--- src/rtl/microsequencer_pkg.sv ---
// -----------------------------------------------------------------------------
// useq_pkg
// Shared definitions for the microsequencer:
//   - STATE_W / ILLEGAL_STATE : microstore address width and the trap state
//   - S_* codes               : next-address source select
//   - N_* codes               : condition select
//   - OPC_* / FN_*            : recognised opcode and funct values
//   - ST_*                    : first microstate of each recognised instruction
// -----------------------------------------------------------------------------
package useq_pkg;

   localparam int unsigned STATE_W = 7;

   typedef logic [STATE_W-1:0] ustate_t;

   localparam ustate_t ILLEGAL_STATE = 7'd127;
   localparam ustate_t ST_FETCH      = 7'd0;

   // Next-address source select (S field)
   localparam logic [1:0] S_ENC  = 2'b00;
   localparam logic [1:0] S_INCR = 2'b01;
   localparam logic [1:0] S_CR   = 2'b10;
   localparam logic [1:0] S_COND = 2'b11;

   // Condition select (N field); 110 and 111 read as constant 0
   localparam logic [2:0] N_ZERO = 3'b000;
   localparam logic [2:0] N_ONE  = 3'b001;
   localparam logic [2:0] N_MOC  = 3'b010;
   localparam logic [2:0] N_Z    = 3'b011;
   localparam logic [2:0] N_NF   = 3'b100;
   localparam logic [2:0] N_BR   = 3'b101;

   // Opcodes (IR[31:26])
   localparam logic [5:0] OPC_RTYPE = 6'h00;
   localparam logic [5:0] OPC_J     = 6'h02;
   localparam logic [5:0] OPC_BEQ   = 6'h04;
   localparam logic [5:0] OPC_BNE   = 6'h05;
   localparam logic [5:0] OPC_ADDI  = 6'h08;
   localparam logic [5:0] OPC_LW    = 6'h23;
   localparam logic [5:0] OPC_SW    = 6'h2B;

   // R-type funct codes (IR[5:0])
   localparam logic [5:0] FN_JR  = 6'h08;
   localparam logic [5:0] FN_ADD = 6'h20;
   localparam logic [5:0] FN_SUB = 6'h22;
   localparam logic [5:0] FN_AND = 6'h24;
   localparam logic [5:0] FN_OR  = 6'h25;
   localparam logic [5:0] FN_SLT = 6'h2A;

   // First microstate of each instruction's execute routine
   localparam ustate_t ST_ADD  = 7'd10;
   localparam ustate_t ST_SUB  = 7'd12;
   localparam ustate_t ST_AND  = 7'd14;
   localparam ustate_t ST_OR   = 7'd16;
   localparam ustate_t ST_SLT  = 7'd18;
   localparam ustate_t ST_LW   = 7'd20;
   localparam ustate_t ST_JR   = 7'd22;
   localparam ustate_t ST_SW   = 7'd24;
   localparam ustate_t ST_BEQ  = 7'd28;
   localparam ustate_t ST_BNE  = 7'd30;
   localparam ustate_t ST_ADDI = 7'd32;
   localparam ustate_t ST_J    = 7'd34;

endpackage

--- src/rtl/microsequencer_if.sv ---
// -----------------------------------------------------------------------------
// useq_if
// Bundles the microsequencer's sequencing fields, instruction fields, datapath
// status and outputs.
//   master : drives S, N, CR, Inv, IncRld, opcode, funct, MOC, Z, Nf, br_cond;
//            observes state, wd_fault
//   slave  : the sequencer side (inverse directions)
// -----------------------------------------------------------------------------
interface useq_if;
   import useq_pkg::*;

   logic [1:0]         S;
   logic [2:0]         N;
   logic [STATE_W-1:0] CR;
   logic               Inv;
   logic               IncRld;
   logic [5:0]         opcode;
   logic [5:0]         funct;
   logic               MOC;
   logic               Z;
   logic               Nf;
   logic               br_cond;
   logic [STATE_W-1:0] state;
   logic               wd_fault;

   modport master (
      output S, N, CR, Inv, IncRld, opcode, funct, MOC, Z, Nf, br_cond,
      input  state, wd_fault
   );

   modport slave (
      input  S, N, CR, Inv, IncRld, opcode, funct, MOC, Z, Nf, br_cond,
      output state, wd_fault
   );

endinterface

--- src/rtl/microsequencer_instr_encoder.sv ---
// -----------------------------------------------------------------------------
// instr_encoder
// Purely combinational opcode/funct -> first microstate map.
//   opcode      in  6  IR[31:26]
//   funct       in  6  IR[5:0], only decoded for R-type (opcode == 0)
//   first_state out 7  entry microstate, ILLEGAL_STATE when unrecognised
// -----------------------------------------------------------------------------
module instr_encoder
   import useq_pkg::*;
(
   input  logic [5:0]         opcode,
   input  logic [5:0]         funct,
   output logic [STATE_W-1:0] first_state
);

   always_comb begin
      first_state = ILLEGAL_STATE;
      unique case (opcode)
         OPC_RTYPE: begin
            unique case (funct)
               FN_ADD:  first_state = ST_ADD;
               FN_SUB:  first_state = ST_SUB;
               FN_AND:  first_state = ST_AND;
               FN_OR:   first_state = ST_OR;
               FN_SLT:  first_state = ST_SLT;
               FN_JR:   first_state = ST_JR;
               default: first_state = ILLEGAL_STATE;
            endcase
         end
         OPC_J:    first_state = ST_J;
         OPC_BEQ:  first_state = ST_BEQ;
         OPC_BNE:  first_state = ST_BNE;
         OPC_ADDI: first_state = ST_ADDI;
         OPC_LW:   first_state = ST_LW;
         OPC_SW:   first_state = ST_SW;
         default:  first_state = ILLEGAL_STATE;
      endcase
   end

endmodule

--- src/rtl/microsequencer.sv ---
// -----------------------------------------------------------------------------
// microsequencer
// Next-state sequencer of the microprogrammed control unit. Selects a
// condition, picks the next microstore address and registers it as state.
// Also holds the incrementer register used for sequential stepping and
// memory-wait loops.
//   clk    in  1  system clock, rising edge
//   reset  in  1  synchronous, active-high
//   bus    useq_if.slave  sequencing fields, instruction fields, status in;
//                         state (registered) and wd_fault out
// Optional feature: define USEQ_WATCHDOG_EN to add a stall watchdog that
// traps into ILLEGAL_STATE after WD_LIMIT cycles without an address change
// and raises a sticky wd_fault. Without it wd_fault is tied low.
// -----------------------------------------------------------------------------
module microsequencer #(
   parameter int unsigned              STATE_W       = 7,
   parameter logic [STATE_W-1:0]       ILLEGAL_STATE = 7'd127,
   parameter int unsigned              WD_LIMIT      = 255
) (
   input  logic  clk,
   input  logic  reset,
   useq_if.slave bus
);
   import useq_pkg::*;

   // Counter is 8 bits wide, so the threshold must fit in 1..255
   if (WD_LIMIT < 1 || WD_LIMIT > 255) begin : g_wd_limit_range
      $error("WD_LIMIT must be in 1..255");
   end

   logic [STATE_W-1:0] state_d, state_q;
   logic [STATE_W-1:0] incr_reg_d, incr_reg_q;
   logic [STATE_W-1:0] enc_state;
   logic [STATE_W-1:0] next_addr;
   logic               cond_sel;
   logic               cond;

   instr_encoder u_instr_encoder (
      .opcode      (bus.opcode),
      .funct       (bus.funct),
      .first_state (enc_state)
   );

   // Condition mux and next-address mux
   always_comb begin
      cond_sel = 1'b0;
      unique case (bus.N)
         N_ZERO:  cond_sel = 1'b0;
         N_ONE:   cond_sel = 1'b1;
         N_MOC:   cond_sel = bus.MOC;
         N_Z:     cond_sel = bus.Z;
         N_NF:    cond_sel = bus.Nf;
         N_BR:    cond_sel = bus.br_cond;
         default: cond_sel = 1'b0;
      endcase
      cond = cond_sel ^ bus.Inv;

      next_addr = enc_state;
      unique case (bus.S)
         S_ENC:   next_addr = enc_state;
         S_INCR:  next_addr = incr_reg_q;
         S_CR:    next_addr = bus.CR;
         S_COND:  next_addr = cond ? bus.CR : incr_reg_q;
         default: next_addr = enc_state;
      endcase
   end

`ifdef USEQ_WATCHDOG_EN
   localparam logic [7:0] WD_LIMIT_C = 8'(WD_LIMIT);

   logic [7:0] wd_cnt_d, wd_cnt_q;
   logic       wd_fault_d, wd_fault_q;
`endif

   always_comb begin
      state_d    = next_addr;
      // Natural 7-bit wrap: 127 + 1 -> 0
      incr_reg_d = bus.IncRld ? next_addr + 1'b1 : incr_reg_q;
`ifdef USEQ_WATCHDOG_EN
      // Count cycles where the address would not move; saturate at 255
      wd_cnt_d = 8'd0;
      if (next_addr == state_q) begin
         wd_cnt_d = (wd_cnt_q == 8'hFF) ? wd_cnt_q : wd_cnt_q + 8'd1;
      end
      // Trip on the edge the count reaches the limit; once tripped the
      // sequencer stays parked in the trap state until reset
      wd_fault_d = wd_fault_q | (wd_cnt_d == WD_LIMIT_C);
      if (wd_fault_d) begin
         state_d = ILLEGAL_STATE;
      end
`endif
   end

   always_ff @(posedge clk) begin
      if (reset) begin
         state_q    <= '0;
         incr_reg_q <= STATE_W'(1);
      end else begin
         state_q    <= state_d;
         incr_reg_q <= incr_reg_d;
      end
   end

`ifdef USEQ_WATCHDOG_EN
   always_ff @(posedge clk) begin
      if (reset) begin
         wd_cnt_q   <= 8'd0;
         wd_fault_q <= 1'b0;
      end else begin
         wd_cnt_q   <= wd_cnt_d;
         wd_fault_q <= wd_fault_d;
      end
   end

   assign bus.wd_fault = wd_fault_q;
`else
   assign bus.wd_fault = 1'b0;
`endif

   assign bus.state = state_q;

endmodule

--- src/flat_wrapper.sv ---
// flat-port wrapper written by rule: the top's interface ports become plain ports
module microsequencer_flat import useq_pkg::*;
#(
   parameter int unsigned              STATE_W       = 7,
   parameter logic [STATE_W-1:0]       ILLEGAL_STATE = 7'd127,
   parameter int unsigned              WD_LIMIT      = 255
)
  (clk, reset, bus_S, bus_N, bus_CR, bus_Inv, bus_IncRld, bus_opcode, bus_funct, bus_MOC, bus_Z, bus_Nf, bus_br_cond, bus_state, bus_wd_fault);
  useq_if bus_i ();
  input  logic clk;
  input  logic reset;
  input wire logic [$bits(bus_i.S)-1:0] bus_S;
  input wire logic [$bits(bus_i.N)-1:0] bus_N;
  input wire logic [$bits(bus_i.CR)-1:0] bus_CR;
  input wire logic [$bits(bus_i.Inv)-1:0] bus_Inv;
  input wire logic [$bits(bus_i.IncRld)-1:0] bus_IncRld;
  input wire logic [$bits(bus_i.opcode)-1:0] bus_opcode;
  input wire logic [$bits(bus_i.funct)-1:0] bus_funct;
  input wire logic [$bits(bus_i.MOC)-1:0] bus_MOC;
  input wire logic [$bits(bus_i.Z)-1:0] bus_Z;
  input wire logic [$bits(bus_i.Nf)-1:0] bus_Nf;
  input wire logic [$bits(bus_i.br_cond)-1:0] bus_br_cond;
  output wire logic [$bits(bus_i.state)-1:0] bus_state;
  output wire logic [$bits(bus_i.wd_fault)-1:0] bus_wd_fault;
  assign bus_i.S = bus_S;
  assign bus_i.N = bus_N;
  assign bus_i.CR = bus_CR;
  assign bus_i.Inv = bus_Inv;
  assign bus_i.IncRld = bus_IncRld;
  assign bus_i.opcode = bus_opcode;
  assign bus_i.funct = bus_funct;
  assign bus_i.MOC = bus_MOC;
  assign bus_i.Z = bus_Z;
  assign bus_i.Nf = bus_Nf;
  assign bus_i.br_cond = bus_br_cond;
  assign bus_state = bus_i.state;
  assign bus_wd_fault = bus_i.wd_fault;
  microsequencer #(.STATE_W(STATE_W), .ILLEGAL_STATE(ILLEGAL_STATE), .WD_LIMIT(WD_LIMIT)) u_core (.clk(clk), .reset(reset), .bus(bus_i));
endmodule
--- config.mk ---
export PLATFORM = sky130hd
export DESIGN_NAME = microsequencer_flat
export DESIGN_NICKNAME = d
export VERILOG_FILES = /design/src/rtl/microsequencer_pkg.sv /design/src/rtl/microsequencer_if.sv /design/src/rtl/microsequencer_instr_encoder.sv /design/src/rtl/microsequencer.sv /design/src/flat_wrapper.sv
export SDC_FILE = /design/constraint.sdc
export NUM_CORES = 1
export LEC_CHECK = 0
export CAP_MARGIN = 0
export CORE_ASPECT_RATIO = 1.5
export CORE_UTILIZATION = 51
export DETAILED_ROUTE_END_ITERATION = 8
export PLACE_DENSITY = 0.86
export REMOVE_ABC_BUFFERS = 1
export SLEW_MARGIN = 30
export SYNTH_ARGS = -nofsm -noshare
export SYNTH_HDL_FRONTEND = slang
export SYNTH_SLANG_ARGS = --single-unit
export TNS_END_PERCENT = 5
--- constraint.sdc ---
create_clock -name clk -period 7.15 [get_ports clk]
set_input_delay 1.43 -clock clk [delete_from_list [all_inputs] [get_ports clk]]
set_output_delay 1.43 -clock clk [all_outputs]
set_load 0.005 [all_outputs]
Figure 1. Routing congestion (run 1).
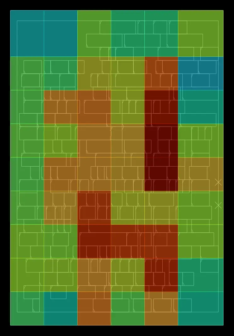
GR met3 Demand/Resource: 1.67%
fin util: 69.6%
GR peak layer: met2
Routed WL per cell: 15.2 µm

Figure 2. Ports around the boundary (run 1).
Bar = 10 µm. Pins as bars across the die edge, other pins in grey.
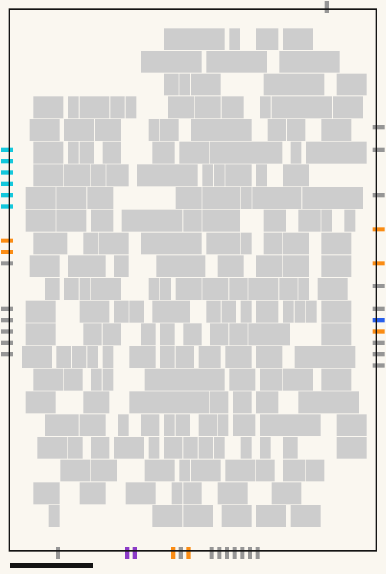
| colour | port | pins | direction | edge |
|---|---|---|---|---|
| cyan | bus_funct | 6 | input | left |
| orange | bus_CR | 7 | input | 3 right, 2 left, 2 bottom |
| blue | reset | 1 | input | right |
| purple | bus_S | 2 | input | bottom |

==> impl_metrics.tcl, run 1 <==
# yosys + openroad results
set metrics [dict create \
    nClkBuffers 4 \
    ys_chip_area_mm2 0.00134 \
    lay_top_cells "clkdlybuf4s50_1 (38), nor2_1 (19), dfxtp_1 (14), inv_1 (10), nand2_1 (7)" \
    drive_above_1_share_pct 11.2 \
    violations "DRC" \
    dominantRegCellSynth "dfxtp_1" \
    final_cell_area_mm2 0.00173 \
    seq_area_share_pct 16.2 \
    cts_setup_buffers 0 \
    worstPathRequired_ns 7.35 \
    cellPowerDensity_mw_per_mm2 143 \
    grtUsageMet1_pct 25.6 \
    drtPass1Iterations 6 \
    setup.worst_path.class "in2reg" \
    overflow 0 \
    post_cts_resized 0 \
    drtAntennaViolNets 0 \
    signal_buffers 38 \
    async_flop_share_pct 0 \
    min_period_over_period_pct 56.3 \
    clockBufferDepth 2 \
    critPathMostFrequentCell "inv_1" \
    dp_hpwl_um 2730 \
    grt_pass1_wl_um 5690 \
    hold_depth 2 \
    tightest_slew_ns 0.517 \
    p_leak_uw 0.000634 \
    met2_usage_pct 50.4 \
    p_comb_uw 95.9 \
    seq_power_share_pct 36.9 \
    intPower_uw 166 \
    clockPowerShare_pct 24.2 \
    drt-total-wl_um 3330 \
    cts_tree "done" \
    status "complete, but fails checks" \
    logic_gate_count 130 \
    htreeDepth 1 \
    rsz0062_at_grt "no" \
    chipWidth_um 43.8 \
    design.seq.count 14 \
    area_growth_pct 29.1 \
    sh_comb_area_pct 55.7 \
    crit_fanout 11 \
    p_comb_share_pct 39.0 \
    tns_ns 0 \
    p_seq_uw 90.6 \
    slowest_delay_ns 0.58 \
    cp_num_buf_inv 3 \
    worstSkewPairLatency_ns 0.30 \
    grt_pass1_vias 1395 \
    edf_count 0 \
    period_needed_ns 4.03 \
    cp-startpoint "bus_opcode[1]" \
    cap_violations 0 \
    cts_sinks 14 \
    avgSynthCellArea_um2 8.25 \
    drt_iter0_drc 42 \
    finalHoldViolations 0 \
    synth_area_mm2 0.00134 \
    crit_path_cell_trace "clkdlybuf4s50_1 -> or3_4 -> a211oi_2 -> nand3_2 -> a211oi_4 -> a311oi_4 -> inv_1 -> ha_1 -> inv_1 -> nor3_4 -> xnor2_1 -> a211oi_1" \
    numCtsBuffers 3 \
    final_common_cell "clkdlybuf4s50_1" \
    die_area_mm2 0.00283 \
    ys.flops 14 \
    drc 2 \
    grt_max_degree 17 \
    initCoreUtil_pct 53.9 \
    total_power_uw 246 \
    crit_cells 12 \
    maxSlewHeadroom_pct 65.4 \
    slowest_stage "clkdlybuf4s50_1" \
    setup_viol 0 \
    worstPathArrival_ns 4.23 \
    antenna_found_initial 0 \
    fin_nets 230 \
    inv_count 10 \
    rr_endpoint "u_core.incr_reg_q[4]" \
    area_dominant_class "combinational gates" \
    vias 1403 \
    final_cells 220 \
    hp-start "u_core.incr_reg_q[5]" \
    reg2regPathDepth 7 \
    placed_cell_area_mm2 0.00169 \
    seq_area_um2 280 \
    clock_skew_ns 0.00907 \
    end_kind "register" \
    switching_share_pct 32.5 \
    n_antenna_cell 0 \
    min_to "u_core.incr_reg_q[5]" \
    num_tap_cells 24 \
]
Figure 3. Signal wires on met2 (run 1).
Bar = 10 µm. Cells faint in the background.
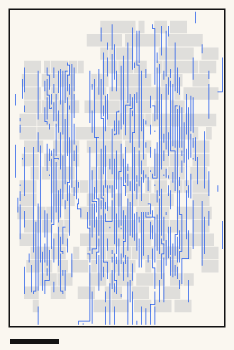
nets with wire on the layer: 211
main direction: vertical
longest straight run: 26.9 µm
wire length on this layer: 1870 µm
share of all routed wire: 56%

-- run 1: registers in the layout, indices dropped and copies added (netlist names) --
name / count
u_core.bus.state: 7
u_core.incr_reg_q: 7
-- run 1: cells in the mapped netlist (all sizes together) (2+ instances only) --
library cell,n,area share (%)
nor2,19,5.3
dfxtp,14,21
inv,10,2.8
o21ai,9,3.7
nand2,7,2.0
a21oi,6,2.2
buf,6,3.7
nor2b,6,2.8
a211oi,5,4.1
nand3,5,2.2
nor3,5,2.7
a211o,4,2.7
a31oi,4,1.9
nand2b,4,1.9
nand4b,4,2.6
or3,4,2.2
and4b,3,2.3
nor4b,3,3.1
xnor2,3,2.0
a21o,2,1.1
a221oi,2,1.3
a311oi,2,2.6
clkbuf,2,0.56
mux2i,2,1.5
nand4,2,0.94
nor4,2,1.4
o211a,2,1.5
o311ai,2,2.6
or2,2,0.94
-- run 1: cell families after synthesis --
group           Yosys count  synth area share (%)
simple gates             73                  35.2
compound gates           49                  31.4
mux                       2                  1.50
flops                    14                  21.0
fa+ha+maj                 1                 0.936
xor+xnor                  4                  2.62
other cells               1                 0.281
buf+inv                  18                  7.12
-- run 1: stage by stage --
stage | hold slack [ns] | setup WS [ns] | util, %
global route | 0.523 | 2.83 | 69.6
detailed placement | 0.487 | 2.81 | 68.2
finish | 0.495 | 3.12 | 69.6
floorplan | 0.442 | 3.65 | -
CTS | 0.501 | 3.12 | 69.6
global placement | 0.482 | 2.98 | 68.2
-- run 1: layer usage --
| layer | vias to the layer above | wire [µm] | share of wire (%) |
|---|---|---|---|
| li1 | 681 | - | - |
| met1 | 658 | 1230 | 37 |
| met2 | 53 | 1870 | 56 |
| met3 | 11 | 140 | 4.2 |
| met4 | 0 | 99 | 3.0 |
| met5 | - | 0 | 0 |
==> inputs of run 2 (changes only) <==
--- a/config.mk
+++ b/config.mk
@@ -7,9 +7,9 @@
 export LEC_CHECK = 0
 export CAP_MARGIN = 0
 export CORE_ASPECT_RATIO = 1.5
-export CORE_UTILIZATION = 51
+export CORE_UTILIZATION = 47
 export DETAILED_ROUTE_END_ITERATION = 8
-export PLACE_DENSITY = 0.86
+export PLACE_DENSITY = 0.8
 export REMOVE_ABC_BUFFERS = 1
 export SLEW_MARGIN = 30
 export SYNTH_ARGS = -nofsm -noshare
==> constraint.sdc (replaced) <==
create_clock -name clk -period 3.93 [get_ports clk]
set_input_delay 0.786 -clock clk [delete_from_list [all_inputs] [get_ports clk]]
set_output_delay 0.786 -clock clk [all_outputs]
set_load 0.005 [all_outputs]
Figure 4. M1 wires (run 2).
Bar = 10 µm. Cells faint in the background.
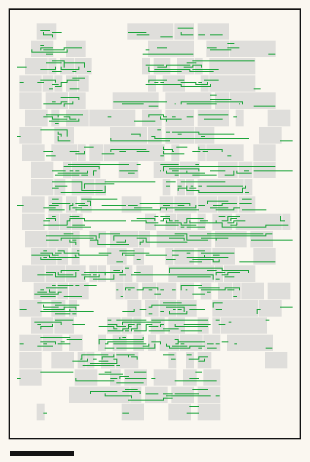
longest straight run: 17.5 µm
wire length on this layer: 1230 µm
main direction: horizontal
share of all routed wire: 37%
nets with wire on the layer: 204

Figure 5. Ports around the boundary (run 2).
Bar = 10 µm. Pins as bars across the die edge, other pins in grey.
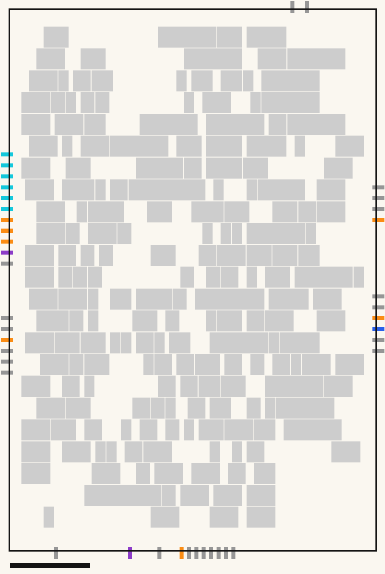
| colour | port | pins | direction | edge |
|---|---|---|---|---|
| orange | bus_CR | 7 | input | 4 left, 2 right, 1 bottom |
| purple | bus_S | 2 | input | 1 left, 1 bottom |
| blue | reset | 1 | input | right |
| cyan | bus_funct | 6 | input | left |

Figure 6. Routing congestion (run 2).
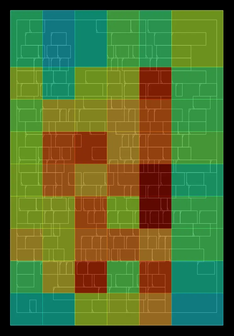
GR met3 Demand/Resource: 1.87%
All-Layer GR Usage: 24.8%
Routed WL per cell: 14.3 µm
fin util: 66.1%

==> run 2 against run 1 <==
  * The flow now finishes without violations
  * Synthesized cell count did not move
  * Worst setup slack lost 2.6 ns
  * Non-clock buffer count up 1
  * Hold slack lost 0.018 ns
  * Final cell count is 6.4% higher
  * Sequential share of layout area fell by 0.39 points
  * Critical path depth did not move
  * Sequential power grew 82%
  * Clock power rose by 140%
  * First-iteration DRC count down 19%
  * Power up 95%
  * Clock skew shrank 0.0069 ns
  * Critical endpoint unchanged
==> impl_metrics.tcl, run 2 <==
# yosys + openroad results
set metrics [dict create \
    status "finished, final reports clean" \
    final_cell_area_mm2 0.00177 \
    grt_pass1_wl_um 5720 \
    dp_hpwl_um 2800 \
    synth.top_cells.by_count "nor2_1 (19), dfxtp_1 (14), inv_1 (10)" \
    inv_count 10 \
    drtPass1Iterations 4 \
    async_flop_share_pct 0 \
    sh_comb_area_pct 54.4 \
    cellPowerDensity_mw_per_mm2 271 \
    drt-total-wl_um 3360 \
    final_common_cell "clkdlybuf4s50_1" \
    setup.worst_path.class "in2reg" \
    drc 0 \
    grt_pass1_vias 1388 \
    overflow 0 \
    cap_violations 0 \
    tns_ns 0 \
    ys.flops 14 \
    rsz0062_at_grt "no" \
    slowest_delay_ns 0.59 \
    maxSlewHeadroom_pct 64.0 \
    vias 1353 \
    synth_area_mm2 0.00134 \
    setup_viol 0 \
    worstPathArrival_ns 3.55 \
    drt_iter0_drc 34 \
    p_leak_uw 0.000647 \
    post_cts_resized 0 \
    ys_chip_area_mm2 0.00134 \
    synth_top_area_share_pct 21.0 \
    rr_endpoint "u_core.incr_reg_q[4]" \
    period_needed_ns 3.40 \
    min_to "u_core.incr_reg_q[5]" \
    antenna_found_initial 0 \
    fin_nets 231 \
    logic_gate_count 130 \
    n_antenna_cell 0 \
    area_dominant_class "combinational gates" \
    clock_skew_ns 0.00213 \
    cts_tree "done" \
    dominantRegCellSynth "dfxtp_1" \
    min_period_over_period_pct 86.5 \
    drtAntennaViolNets 0 \
    num_tap_cells 37 \
    hold_depth 2 \
    cts_sinks 14 \
    seq_area_um2 280 \
    tightest_slew_ns 0.538 \
    numCtsBuffers 3 \
    crit_path_cell_trace "clkdlybuf4s50_1 -> a2111oi_1 -> nor3_1 -> nor2_1 -> a211oi_4 -> a311oi_4 -> inv_1 -> ha_1 -> inv_1 -> nor3_4 -> xnor2_1 -> a211oi_1" \
    grt_max_degree 17 \
]
[run 2: cell types whose count changed in the layout (fill, tap and decap cells not counted)]
cell	change
buf_4	+1
clkbuf_8	+3
clkbuf_4	-3
[run 2: worst max-delay path by stage]
stage	start	endpoint	slack, ns	cells after the start
CTS	bus_opcode[1]	u_core.incr_reg_q[4]	0.54	12
floorplan	bus_MOC	u_core.incr_reg_q[6]	1.07	11
finish	bus_opcode[1]	u_core.incr_reg_q[4]	0.53	12
global route	bus_opcode[1]	u_core.incr_reg_q[4]	0.31	12
detailed placement	bus_opcode[1]	u_core.incr_reg_q[4]	0.30	12
global placement	bus_opcode[1]	u_core.incr_reg_q[6]	0.42	12
[run 2: critical path, delay by kind of cell]
kind            cells  cell delay (ns)
compound gates      4             1.21
buf+inv             3             0.79
simple gates        3             0.43
fa+ha+maj           1             0.20
xor+xnor            1             0.14
[run 2: kinds of logic after synthesis]
kind of cell,synth area share (%)
xor+xnor,2.62
mux,1.50
flops,21.0
simple gates,35.2
other cells,0.281
compound gates,31.4
buf+inv,7.12
fa+ha+maj,0.936
[run 2: where the power goes]
| part | internal (µW) | switching, µW | total, µW |
|---|---|---|---|
| clock | 88.8 | 51.6 | 140 |
| combinational | 89.7 | 84.6 | 174 |
| sequential | 157 | 8.50 | 165 |
[run 2: metal layers]
metal	part of all wire [%]	vias to the layer above	GRT usage [%]
met1	37	621	25.4
li1	-	685	-
met4	4.3	0	15.5
met2	57	37	46.1
met3	2.3	10	1.87
met5	0	-	0
[run 2: per-stage QoR]
stage / setup WS [ns] / hold slack [ns] / total power (µW)
final: 0.531 / 0.476 / 480
after global placement: 0.424 / 0.459 / 337
after detailed placement: 0.302 / 0.461 / 342
after floorplan: 1.07 / 0.442 / 261
after CTS: 0.538 / 0.479 / 482
after global routing: 0.315 / 0.500 / 505
No activity file was given, so power comes from the tool's default toggle rates.
